**src/rtl/rr_arb_clk_rstb_if.sv**
```systemverilog
// rtl/rr_arb_clk_rstb_if.sv - request/grant bundle between requesters and the round-robin arbiter
interface rr_arb_clk_rstb_if #(
  parameter int N   = 4,
  parameter int IDW = 2
);
  logic [N-1:0]   req;
  logic [N-1:0]   gnt;
  logic           gnt_valid;
  logic [IDW-1:0] gnt_id;
  logic           preempt;

  modport master (output req, input gnt, gnt_valid, gnt_id, preempt);
  modport slave  (input req, output gnt, gnt_valid, gnt_id, preempt);
endinterface

```
**src/rtl/rr_arb_clk_rstb.sv**
```systemverilog
// rtl/rr_arb_clk_rstb.sv - round-robin arbiter with bounded hold and one-cycle owner turnaround
module rr_arb_clk_rstb #(
  parameter int N        = 4,
  parameter int IDW      = 2,
  parameter int MAX_HOLD = 8
) (
  input  logic             clk,
  input  logic             rstb,
  rr_arb_clk_rstb_if.slave bus
);
  localparam int HW = (MAX_HOLD < 1) ? 1 : $clog2(MAX_HOLD + 1);
  localparam logic [HW-1:0] HOLD_MAX = HW'(MAX_HOLD);

  typedef enum logic [1:0] {IDLE, BUSY, GAP} state_t;

  state_t         state_q, state_d;
  logic [IDW-1:0] owner_q, owner_d;
  logic [IDW-1:0] ptr_q, ptr_d;
  logic [HW-1:0]  hold_q, hold_d;
  logic           preempt_q, preempt_d;
  logic [IDW-1:0] winner, owner_next;
  logic [N-1:0]   owner_oh, others;
  logic           any_req, owner_req, hold_expired;

  // First set request at or after p, wrapping; rotating a doubled vector avoids a modulo per bit.
  function automatic logic [IDW-1:0] rr_pick(input logic [N-1:0] r, input logic [IDW-1:0] p);
    logic [2*N-1:0] rot;
    logic           found;
    int             s;
    rr_pick = '0;
    found   = 1'b0;
    s       = 0;
    rot     = {r, r} >> p;
    for (int i = 0; i < N; i++) begin
      if (!found && rot[i]) begin
        found = 1'b1;
        s     = int'(p) + i;
        if (s >= N) s = s - N;
        rr_pick = IDW'(s);
      end
    end
  endfunction

  assign winner       = rr_pick(bus.req, ptr_q);
  assign owner_oh     = N'(1) << owner_q;
  assign others       = bus.req & ~owner_oh;
  assign any_req      = |bus.req;
  assign owner_req    = |(bus.req & owner_oh);
  assign owner_next   = (owner_q == IDW'(N - 1)) ? '0 : owner_q + IDW'(1);
  assign hold_expired = (MAX_HOLD != 0) && (hold_q == HOLD_MAX);

  always_ff @(posedge clk or negedge rstb) begin
    if (!rstb) begin
      state_q   <= IDLE;
      owner_q   <= '0;
      ptr_q     <= '0;
      hold_q    <= '0;
      preempt_q <= 1'b0;
    end else begin
      state_q   <= state_d;
      owner_q   <= owner_d;
      ptr_q     <= ptr_d;
      hold_q    <= hold_d;
      preempt_q <= preempt_d;
    end
  end

  always_comb begin
    state_d   = state_q;
    owner_d   = owner_q;
    ptr_d     = ptr_q;
    hold_d    = hold_q;
    preempt_d = 1'b0;
    case (state_q)
      IDLE, GAP: begin
        if (any_req) begin
          state_d = BUSY;
          owner_d = winner;
          hold_d  = HW'(1);
        end else begin
          state_d = IDLE;
        end
      end
      BUSY: begin
        // A voluntary release wins over expiry, so preempt only fires while the owner still asks.
        if (!owner_req) begin
          state_d = GAP;
          ptr_d   = owner_next;
        end else if (hold_expired && (|others)) begin
          state_d   = GAP;
          ptr_d     = owner_next;
          preempt_d = 1'b1;
        end else if (MAX_HOLD != 0 && !hold_expired) begin
          hold_d = hold_q + HW'(1);
        end
      end
      default: state_d = IDLE;
    endcase
  end

  // Grant outputs decode straight from registered state, so they change only on clock or reset.
  always_comb begin
    bus.gnt       = '0;
    bus.gnt_valid = 1'b0;
    bus.gnt_id    = '0;
    if (state_q == BUSY) begin
      bus.gnt       = owner_oh;
      bus.gnt_valid = 1'b1;
      bus.gnt_id    = owner_q;
    end
  end

  assign bus.preempt = preempt_q;
endmodule

```
**src/flat_wrapper.sv**
```systemverilog
// flat-port wrapper written by rule: the top's interface ports become plain ports
module rr_arb_clk_rstb_flat 
#(
  parameter int N        = 4,
  parameter int IDW      = 2,
  parameter int MAX_HOLD = 8
)
  (clk, rstb, bus_req, bus_gnt, bus_gnt_valid, bus_gnt_id, bus_preempt);
  rr_arb_clk_rstb_if #(.N(N), .IDW(IDW)) bus_i ();
  input  logic clk;
  input  logic rstb;
  input wire logic [$bits(bus_i.req)-1:0] bus_req;
  output wire logic [$bits(bus_i.gnt)-1:0] bus_gnt;
  output wire logic [$bits(bus_i.gnt_valid)-1:0] bus_gnt_valid;
  output wire logic [$bits(bus_i.gnt_id)-1:0] bus_gnt_id;
  output wire logic [$bits(bus_i.preempt)-1:0] bus_preempt;
  assign bus_i.req = bus_req;
  assign bus_gnt = bus_i.gnt;
  assign bus_gnt_valid = bus_i.gnt_valid;
  assign bus_gnt_id = bus_i.gnt_id;
  assign bus_preempt = bus_i.preempt;
  rr_arb_clk_rstb #(.N(N), .IDW(IDW), .MAX_HOLD(MAX_HOLD)) u_core (.clk(clk), .rstb(rstb), .bus(bus_i));
endmodule
```
**config.mk**
```make
export PLATFORM = sky130hd
export DESIGN_NAME = rr_arb_clk_rstb_flat
export DESIGN_NICKNAME = d
export VERILOG_FILES = /design/src/rtl/rr_arb_clk_rstb_if.sv /design/src/rtl/rr_arb_clk_rstb.sv /design/src/flat_wrapper.sv
export SDC_FILE = /design/constraint.sdc
export NUM_CORES = 1
export LEC_CHECK = 0
export CAP_MARGIN = 20
export CORE_AREA = 5 5 52 54
export DETAILED_ROUTE_END_ITERATION = 16
export DIE_AREA = 0 0 57 59
export GPL_ROUTABILITY_DRIVEN = 0
export PLACE_DENSITY = 0.61
export SLEW_MARGIN = 30
export SYNTH_ARGS = -nofsm -noshare
export SYNTH_HDL_FRONTEND = slang
export SYNTH_SLANG_ARGS = --single-unit
```
**constraint.sdc**
```tcl
create_clock -name clk -period 1.9 [get_ports clk]
set_input_delay 0.38 -clock clk [delete_from_list [all_inputs] [get_ports clk]]
set_output_delay 0.38 -clock clk [all_outputs]
set_load 0.03 [all_outputs]
```
==> images/placement_by_type.png <==
Scale: 6 px per µm.
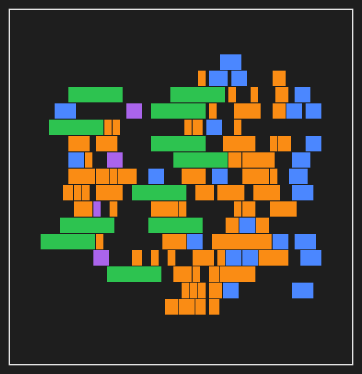
| colour | class | cells |
|---|---|---|
| blue | other buffers and delay cells | 24 |
| purple | clock drivers and dummy loads | 4 |
| green | flops | 11 |
| orange | combinational and other logic | 65 |

==> images/io_fan.png <==
Scale: 4 px per µm.
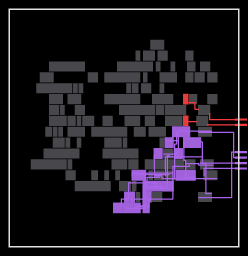
| colour | port | bits | direction | edge | end cells | buffers | wire |
|---|---|---|---|---|---|---|---|
| red | `bus_gnt_id` | 2 | output | right | 2 | 2 | 23.6 µm |
| purple | `bus_req` | 4 | input | right | 16 | 8 | 268 µm |

==> results.yml <==
# flow metrics
cts:
  clock_sinks: 11
  clockRootBuffer: "clkbuf_4"
  postCtsHoldBufs: 0
  htreeDepth: 1
power_and_ir_drop:
  clkPwrFrac: 0.107
  seq_cell_power_mw: 0.407
  intPower_mw: 0.794
  power_switching_mw: 0.639
synthesis:
  synth.avg_cell_area_um2: 9.68
  synth_nets: 89
  yosysUniqueCellTypes: 26
  post-synth-top-count-cell: "nand2_1"
  ys_seq_elements: 11
  synthArstFlopShare: 1.00
final_layout:
  nMultiInputCombCells: 58
  syn_to_final_growth_pct: 37.4
  n_all_inverters: 7
  multiInputGateArea_um2: 449
  fillers: 217
  diodes: 0
  sh_seq_area: 0.272
floorplanning:
  std_cell_rows: 17
  chipArea_um2: 3360
global_route:
  grt_antenna_before_repair: 0
  grt_use_total: 0.101
  top_usage_layer: "met2"
drt:
  drt-total-wl_mm: 1.55
  drc: 0
  vias: 622
flow_run:
  tool_warnings: 31
sta:
  slew-limit-headroom: 0.675
  post-route-period-util: 0.951
  layout_min_cycle_time_ns: 1.81
  fin_skew_ns: 0.00243
  rsz0062_at_grt: "false"
outcome:
  status: "finished, final reports clean"
==> cells by family after synthesis <==
logic type | Yosys count | share of synthesized area
simple gates | 31 | 0.214
compound gates | 14 | 0.173
flops | 11 | 0.374
buf+inv | 7 | 0.0357
fa+ha+maj | 7 | 0.119
mux | 5 | 0.0714
xor+xnor | 1 | 0.0119
==> state kept, by name, indices dropped and copies added (netlist names) <==
register / count
u_core.owner_q: 2
u_core.bus.preempt: 1
u_core.ptr_q: 2
u_core.state_q: 2
u_core.hold_q: 4
==> layer usage <==
layer	wire (µm)	vias up
met5	0	-
met3	82	4
li1	-	315
met1	700	289
met2	748	14
met4	19	0
==> worst paths after layout <==
kind,endpoint,depth (start not counted),start,slack (ns)
worst max-delay path,u_core.ptr_q[1],6,u_core.owner_q[1],0.09
worst min-delay path,u_core.owner_q[0],1,rstb,0.44
worst max register to register,u_core.ptr_q[1],6,u_core.owner_q[1],0.09
worst min register to register,u_core.hold_q[3],1,u_core.hold_q[3],0.49
max in group asynchronous,u_core.state_q[1],1,rstb,1.13
min in group clk,u_core.hold_q[3],1,u_core.hold_q[3],0.49
==> per-stage QoR <==
step / hold WS (ns) / power, mW / setup WS [ns] / area [µm²] / util
after detailed placement: 0.489 / 1.30 / -0.0515 / 973 / 0.449
after global placement: 0.462 / 1.29 / -0.0292 / 973 / 0.449
after floorplan: 0.0844 / 0.944 / 0.187 / 736 / -
final: 0.444 / 1.43 / 0.0925 / 1010 / 0.466
after CTS: 0.456 / 1.44 / 0.0315 / 996 / 0.459
after global routing: 0.483 / 1.57 / 0.0174 / 1010 / 0.466
==> critical path: cells and delay by family, from the launching register on <==
family                     cells  cell delay [ns]
DFF                            1             0.44
adders and majority gates      1             0.24
buffers and inverters          1             0.13
AOI/OAI and AO/OA              2             0.51
and+or+nand+nor                1             0.05
muxes                          1             0.32
No activity file was given, so power comes from the tool's default toggle rates.
